**The metal 3 layer**

Drawn at 1.5 px/um.
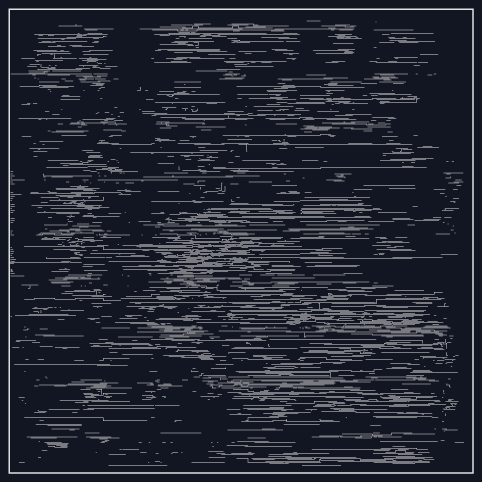
**The clock network**

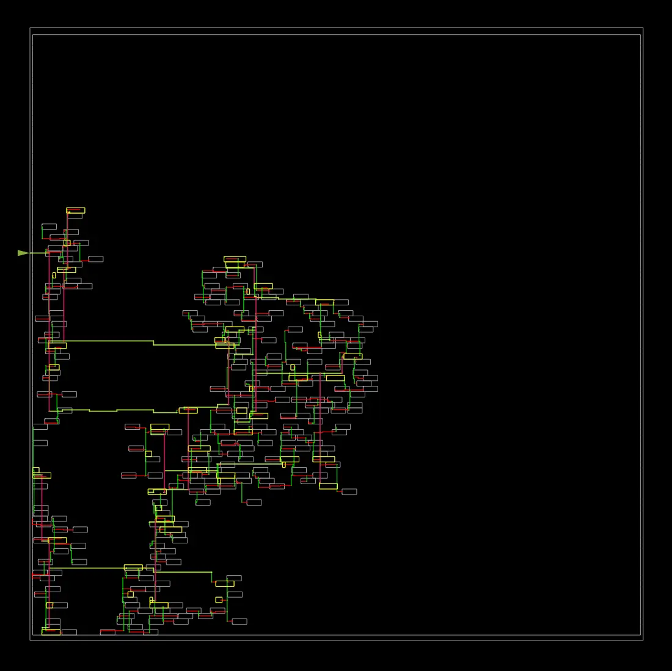
**Routed metal, one color a layer**

Drawn at 1 px/um.
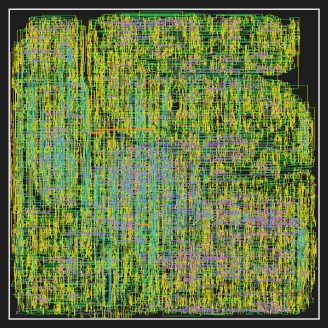
**Clock wires, drivers and flops**

Drawn at 1.5 px/um.
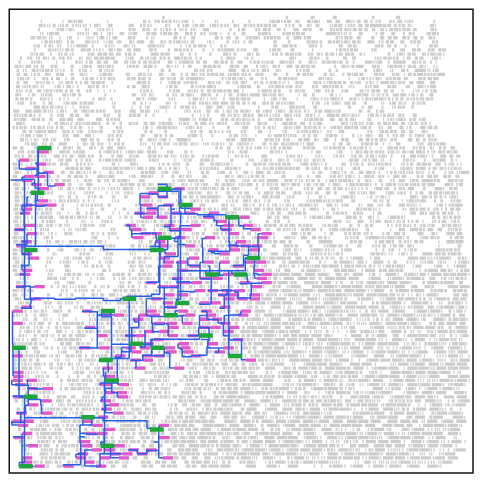
===== config.mk =====
export PLATFORM = sky130hd
export DESIGN_NAME = taylor_ln_seq
export DESIGN_NICKNAME = d
export VERILOG_FILES = /design/src/rtl/taylor_ln_pkg.sv /design/src/rtl/taylor_ln_dp.sv /design/src/rtl/taylor_ln_seq.sv
export SDC_FILE = /design/constraint.sdc
export NUM_CORES = 2
export LEC_CHECK = 0
export ABC_AREA = 0
export CAP_MARGIN = 20
export CORE_UTILIZATION = 60
export CTS_BUF_LIST = sky130_fd_sc_hd__clkbuf_8 sky130_fd_sc_hd__clkbuf_16
export CTS_CLUSTER_SIZE = 20
export DETAILED_ROUTE_END_ITERATION = 16
export PLACE_DENSITY = 0.79
export SLEW_MARGIN = 10
export SYNTH_ARGS = -nofsm -noshare
export SYNTH_HDL_FRONTEND = slang
export SYNTH_SLANG_ARGS = --single-unit
export TNS_END_PERCENT = 5

===== constraint.sdc =====
create_clock -name clk -period 148.7 [get_ports clk]
set_input_delay 14.87 -clock clk [delete_from_list [all_inputs] [get_ports clk]]
set_output_delay 14.87 -clock clk [all_outputs]
set_load 0.02 [all_outputs]

===== src/rtl/taylor_ln_pkg.sv =====
// Shared constants, state/op encodings and the float rounding helper for the
// ln(x) Taylor sequencer about a = 0.375.
package taylor_ln_pkg;

    localparam logic [31:0] C0375   = 32'h3EC00000;
    localparam logic [31:0] NEG0375 = 32'hBEC00000;
    localparam logic [31:0] LN0375  = 32'hBF7B17A0;

    typedef enum logic [2:0] {
        S_IDLE, S_SUB, S_NORM, S_ACC1, S_POW, S_TERM, S_ACC, S_DONE
    } state_t;

    typedef enum logic [2:0] {
        OP_NONE, OP_SUB, OP_NORM, OP_ACC1, OP_POW, OP_TERM, OP_ACC
    } op_t;

    // Float value of the series divisor k (2..16).
    function automatic logic [31:0] kf(input logic [4:0] k);
        logic [31:0] r;
        case (k)
            5'd2:    r = 32'h40000000;
            5'd3:    r = 32'h40400000;
            5'd4:    r = 32'h40800000;
            5'd5:    r = 32'h40A00000;
            5'd6:    r = 32'h40C00000;
            5'd7:    r = 32'h40E00000;
            5'd8:    r = 32'h41000000;
            5'd9:    r = 32'h41100000;
            5'd10:   r = 32'h41200000;
            5'd11:   r = 32'h41300000;
            5'd12:   r = 32'h41400000;
            5'd13:   r = 32'h41500000;
            5'd14:   r = 32'h41600000;
            5'd15:   r = 32'h41700000;
            5'd16:   r = 32'h41800000;
            default: r = 32'h3F800000;
        endcase
        return r;
    endfunction

    // m = {hidden, 23 frac, guard, round, sticky}; round to nearest even.
    // Subnormal results flush to zero, overflow saturates to infinity.
    function automatic logic [31:0] fp_round_pack(input logic s,
                                                  input logic signed [9:0] e,
                                                  input logic [26:0] m);
        logic [24:0]       mr;
        logic signed [9:0] er;
        logic              inc;
        logic [31:0]       r;
        inc = m[2] & (m[3] | m[1] | m[0]);
        mr  = {1'b0, m[26:3]} + {24'd0, inc};
        er  = e;
        if (mr[24]) begin
            mr = mr >> 1;
            er = er + 10'sd1;
        end
        if (m == 27'd0 || er <= 10'sd0)
            r = {s, 31'd0};
        else if (er >= 10'sd255)
            r = {s, 8'hFF, 23'd0};
        else
            r = {s, er[7:0], mr[22:0]};
        return r;
    endfunction

endpackage


===== src/rtl/taylor_ln_dp.sv =====
// Shared float datapath: one adder, one multiplier and one divider behind
// operand muxes selected by the sequencer's op code.
module taylor_ln_dp
    import taylor_ln_pkg::*;
(
    input  op_t         op,
    input  logic [4:0]  k,
    input  logic [31:0] x_r,
    input  logic [31:0] d,
    input  logic [31:0] t,
    input  logic [31:0] p,
    input  logic [31:0] q,
    input  logic [31:0] acc,
    output logic [31:0] res
);

    function automatic logic [31:0] fp_add(input logic [31:0] a,
                                           input logic [31:0] b,
                                           input logic sub);
        logic              s_l, s_s;
        logic [7:0]        e_l, e_s, diff;
        logic [26:0]       m_a, m_b, m_l, m_s, sh, m;
        logic [27:0]       sum;
        logic              sticky;
        logic signed [9:0] er;
        logic [4:0]        lz;
        logic [31:0]       r;
        m_a = (a[30:23] == 8'd0) ? 27'd0 : {1'b1, a[22:0], 3'b000};
        m_b = (b[30:23] == 8'd0) ? 27'd0 : {1'b1, b[22:0], 3'b000};
        if (a[30:0] >= b[30:0]) begin
            s_l = a[31];       e_l = a[30:23]; m_l = m_a;
            s_s = b[31] ^ sub; e_s = b[30:23]; m_s = m_b;
        end else begin
            s_l = b[31] ^ sub; e_l = b[30:23]; m_l = m_b;
            s_s = a[31];       e_s = a[30:23]; m_s = m_a;
        end
        diff = e_l - e_s;
        if (diff >= 8'd27) begin
            sh     = 27'd0;
            sticky = |m_s;
        end else begin
            sh     = m_s >> diff;
            sticky = |(m_s & ~(27'h7FFFFFF << diff));
        end
        sh[0] = sh[0] | sticky;
        sum = (s_l ^ s_s) ? ({1'b0, m_l} - {1'b0, sh}) : ({1'b0, m_l} + {1'b0, sh});
        er  = $signed({2'b00, e_l});
        lz  = 5'd0;
        m   = 27'd0;
        if (sum == 28'd0) begin
            r = 32'd0;
        end else begin
            if (sum[27]) begin
                m  = {sum[27:2], sum[1] | sum[0]};
                er = er + 10'sd1;
            end else begin
                for (int i = 0; i < 27; i++)
                    if (sum[i]) lz = 5'(26 - i);
                m  = sum[26:0] << lz;
                er = er - $signed({5'd0, lz});
            end
            r = fp_round_pack(s_l, er, m);
        end
        return r;
    endfunction

    function automatic logic [31:0] fp_mul(input logic [31:0] a, input logic [31:0] b);
        logic              s;
        logic [47:0]       prod;
        logic [26:0]       m;
        logic signed [9:0] er;
        logic [31:0]       r;
        s = a[31] ^ b[31];
        if (a[30:23] == 8'd0 || b[30:23] == 8'd0) begin
            r = {s, 31'd0};
        end else begin
            prod = {24'd0, 1'b1, a[22:0]} * {24'd0, 1'b1, b[22:0]};
            er   = $signed({2'b00, a[30:23]}) + $signed({2'b00, b[30:23]}) - 10'sd127;
            if (prod[47]) begin
                m  = {prod[47:22], |prod[21:0]};
                er = er + 10'sd1;
            end else begin
                m  = {prod[46:21], |prod[20:0]};
            end
            r = fp_round_pack(s, er, m);
        end
        return r;
    endfunction

    function automatic logic [31:0] fp_div(input logic [31:0] a, input logic [31:0] b);
        logic              s;
        logic [49:0]       num, den, quo, rem;
        logic [26:0]       m;
        logic signed [9:0] er;
        logic [31:0]       r;
        s = a[31] ^ b[31];
        if (a[30:23] == 8'd0) begin
            r = {s, 31'd0};
        end else if (b[30:23] == 8'd0) begin
            r = {s, 8'hFF, 23'd0};
        end else begin
            // Quotient of the two 1.f mantissas lands in (2^25, 2^27).
            num = {1'b1, a[22:0], 26'd0};
            den = {26'd0, 1'b1, b[22:0]};
            quo = num / den;
            rem = num % den;
            er  = $signed({2'b00, a[30:23]}) - $signed({2'b00, b[30:23]}) + 10'sd127;
            if (quo[26]) begin
                m = {quo[26:1], quo[0] | (rem != 50'd0)};
            end else begin
                m  = {quo[25:0], rem != 50'd0};
                er = er - 10'sd1;
            end
            r = fp_round_pack(s, er, m);
        end
        return r;
    endfunction

    logic [31:0] add_a, add_b, mul_a, mul_b, div_a, div_b;
    logic [31:0] add_y, mul_y, div_y;
    logic        add_sub;

    always_comb begin
        add_a   = '0;
        add_b   = '0;
        add_sub = 1'b0;
        mul_a   = '0;
        mul_b   = '0;
        div_a   = '0;
        div_b   = C0375;
        case (op)
            OP_SUB:  begin add_a = x_r;    add_b = NEG0375; end
            OP_NORM: begin div_a = d;      div_b = C0375;   end
            OP_ACC1: begin add_a = LN0375; add_b = t;       end
            OP_POW:  begin mul_a = p;      mul_b = t;       end
            OP_TERM: begin div_a = p;      div_b = kf(k);   end
            OP_ACC:  begin add_a = acc;    add_b = q;  add_sub = ~k[0]; end
            default: ;
        endcase
    end

    assign add_y = fp_add(add_a, add_b, add_sub);
    assign mul_y = fp_mul(mul_a, mul_b);
    assign div_y = fp_div(div_a, div_b);

    always_comb begin
        res = add_y;
        case (op)
            OP_NORM, OP_TERM: res = div_y;
            OP_POW:           res = mul_y;
            default:          res = add_y;
        endcase
    end

endmodule


===== src/rtl/taylor_ln_seq.sv =====
// Iterative ln(x) Taylor sequencer about 0.375: FSM, term counter and the
// series registers around one shared ADD/MUL/DIV datapath.
//
// state | meaning
// IDLE  | waiting for start; latches x
// SUB   | d = x - 0.375 (|x| == 0.375 goes straight to DONE from here)
// NORM  | t = p = d / 0.375
// ACC1  | acc = ln(0.375) + t, k = 2
// POW   | p = p * t
// TERM  | q = p / k
// ACC   | acc = acc -/+ q (even k subtracts); last term loads out
// DONE  | done pulse, out valid
module taylor_ln_seq
    import taylor_ln_pkg::*;
#(
    parameter int N_TERMS = 10
) (
    input  logic        clk,
    input  logic        rst,
    input  logic        start,
    input  logic [31:0] in,
    output logic        busy,
    output logic        done,
    output logic [31:0] out
);

    localparam logic [4:0] K_LAST = 5'(N_TERMS);

    state_t      state;
    op_t         op;
    logic [4:0]  k;
    logic [31:0] x_r, d, t, p, q, acc, res;

    always_comb begin
        op = OP_NONE;
        case (state)
            S_SUB:   op = OP_SUB;
            S_NORM:  op = OP_NORM;
            S_ACC1:  op = OP_ACC1;
            S_POW:   op = OP_POW;
            S_TERM:  op = OP_TERM;
            S_ACC:   op = OP_ACC;
            default: op = OP_NONE;
        endcase
    end

    taylor_ln_dp u_dp (
        .op  (op),
        .k   (k),
        .x_r (x_r),
        .d   (d),
        .t   (t),
        .p   (p),
        .q   (q),
        .acc (acc),
        .res (res)
    );

    always_ff @(posedge clk) begin
        if (rst) begin
            state <= S_IDLE;
            busy  <= 1'b0;
            done  <= 1'b0;
            out   <= '0;
            k     <= '0;
            x_r   <= '0;
            d     <= '0;
            t     <= '0;
            p     <= '0;
            q     <= '0;
            acc   <= '0;
        end else begin
            done <= 1'b0;
            case (state)
                S_IDLE: begin
                    if (start) begin
                        x_r   <= in;
                        busy  <= 1'b1;
                        state <= S_SUB;
                    end
                end
                S_SUB: begin
                    // The bypass spends its one busy cycle here, giving a 2-cycle latency.
                    if (x_r[30:0] == C0375[30:0]) begin
                        out   <= LN0375;
                        done  <= 1'b1;
                        state <= S_DONE;
                    end else begin
                        d     <= res;
                        state <= S_NORM;
                    end
                end
                S_NORM: begin
                    t     <= res;
                    p     <= res;
                    state <= S_ACC1;
                end
                S_ACC1: begin
                    acc   <= res;
                    k     <= 5'd2;
                    state <= S_POW;
                end
                S_POW: begin
                    p     <= res;
                    state <= S_TERM;
                end
                S_TERM: begin
                    q     <= res;
                    state <= S_ACC;
                end
                S_ACC: begin
                    acc <= res;
                    if (k == K_LAST) begin
                        out   <= res;
                        done  <= 1'b1;
                        state <= S_DONE;
                    end else begin
                        k     <= k + 5'd1;
                        state <= S_POW;
                    end
                end
                S_DONE: begin
                    busy  <= 1'b0;
                    state <= S_IDLE;
                end
                default: begin
                    busy  <= 1'b0;
                    state <= S_IDLE;
                end
            endcase
        end
    end

endmodule


==> qor.csv <==
stage;metric;value;unit
synth;fp_nets;8498;
synth;ys_sh_adder;0.250;
setup_path;cp-startpoint;state[0];
finish;signal_buffers;194;
sta;fin_crit_sh;0.466;
synth;synthMuxAreaShare;0.0265;
synth;xor_share;0.0613;
sta;relSlewSlack;0.179;
finish;final_cell_mix;968 x nand2_1, 742 x nor2_1, 647 x inv_1, 486 x fa_1, 414 x a21oi_1;
clock_network;root_buffer;clkbuf_16;
sta;fmaxAchievable;14.4;MHz
sta;holdWs;0.458;ns
finish;num-nonclk-inverters;645;
place;place_congestion;1.06;
synth;simple_gate_share;0.270;
grt;gr-total-overflow;0;
clock_network;post_cts_buffers;0;
setup_path;critPathMaxFanout;44;
setup_path;timing.rr.start;state[0];
synth;synthArstFlopShare;0;
synth;ys_cells;7633;
synth;topCellsByArea;fa_1 17%, dfxtp_1 8.6%, ha_1 7.7%;
clock_network;cts_max_path_buffers;3;
synth;edf_count;0;
grt;grt_max_degree;83;
grt;grt_usage;0.423;
grt;grt-busiest-layer;met2;
finish;seq_area;4830;um^2
synth;top_area_frac;0.173;
hold_path;min_from;q[0];
detailed_routing;wl_met1;81200;um
clock_network;ctsHoldBuffers;0;
sta;layout_min_cycle_time;69.28;ns
sta;rsz0062_at_grt;no;
detailed_routing;dr.pass1.iters;8;
detailed_routing;wl_met2;86900;um
setup_path;cp-start-kind;flip-flop;
setup_path;arrival;69.80;ns
setup_path;cp_top_family;simple AND/OR/NAND/NOR gates;
clock_network;tritoncts;done;
detailed_routing;dr_wl_met3;23700;um
finish;nonClkBufAreaFrac;0.0280;
floorplan;nWellTaps;1243;
synth;avgSynthCellArea;7.37;um^2
finish;clock_area_frac;0.0158;
place;place_ws;81.62;ns
finish;fill_cells;8371;
finish;utilization;0.637;
synth;synth-seq-cells;241;
setup_path;r2r_setup_slack;79.42;ns
clock_network;htree_levels;1;
synth;yosys.area.top_type;fa_1;
sta;setup_violations;0;
sta;layout_setup_ws;79.42;ns
synth;topCombFamilyByArea;simple AND/OR/NAND/NOR gates;
hold_path;min_path_cells;2;
sta;tightest_slew;1.22;ns
synth;ys_area;56200;um^2
finish;area_growth;4.45;%
finish;logic_area;47300;um^2
grt;antenna_found_initial;8;
floorplan;core;92200;um^2
sta;finalSetupTns;0;ns
job;cap_violations;0;
sta;drv_slew;0;
synth;synth_cell_types;152;
setup_path;cp-endpoint;p[15];
floorplan;io_pins;69;
setup_path;crit_path_frequent_cell;ha_1;
floorplan;die_h;308;um
setup_path;endpoint_kind;flip-flop;
clock_network;cts-resized-gates;0;
grt;first_global_vias;55425;
finish;antenna_cells;9;
detailed_routing;initialDrtViolationCount;7813;
synth;yosys_most_used_dff;dfxtp_1;
hold_path;min_to;q[0];
synth;ys_seq_frac;0.0858;
synth;top_cell;nand2_1;
clock_network;cts_num_sinks;241;
detailed_routing;wl_per_cell;23.5;um
setup_path;reg2reg_to;p[15];
setup_path;slowest_delay;1.02;ns
setup_path;criticalPathCategory;flip-flop to flip-flop;
hold_path;hp-class;flip-flop to flip-flop;
run_status;outcome;completed;
job;warning_count;34;
detailed_routing;routed.top_layer;met5;
place;placed_area;57700;um^2
finish;design_area;58700;um^2
setup_path;required;149.22;ns
finish;lay_top_count;nand2_1;
finish;instances_no_fill;8713;
synth;compound_area_frac;0.233;
detailed_routing;drcViolationCount;0;
clock_network;cts_made_buffers;27;
synth;yosys-top-cells-count;970 x nand2_1, 747 x nor2_1, 640 x inv_1;
grt;met2_usage;0.639;
place;hpwl;161000;um
detailed_routing;routed_via_density;6.74;
place;port-buffer-count;68;
grt;grt_pass1_wl;318000;um
setup_path;worst_r2r_path_depth;251;
place;dp.cells;8651;
finish;drive_above_1_share;0.0576;
floorplan;rows;111;
setup_path;crit_buf_inv;11;
sta;hold_viol;0;
setup_path;cp.depth;251;
floorplan;fp_util;0.610;
synth;yosysWarnings;0;
synth;netlist_area;56200;um^2
finish;logic_gate_count;6332;
About 'the metal 3 layer':
wire length on this layer	23.7 mm
share of all routed wire	12%
longest straight run	135 um
routed wire length: 205000 um
M3 GR Usage: 0.0886
Vias: 58718

About 'the clock network':
Clock Skew: 0.0460 ns
Worst-Skew Late Latency: 0.59 ns
FF+latch count: 241
layout clock buffer count: 30

About 'routed metal, one color a layer':
layer	color	wire length
met2	yellow	86.9 mm
met1	green	81.2 mm
met5	orange	80.0 um
met4	cyan	13000 um
met3	purple	23.7 mm

About 'clock wires, drivers and flops':
[flip-flops] magenta | count: 241
[clock wires] blue | length: 3170 um
[cells driving clock nets] green | count: 27
routed clock nets	28

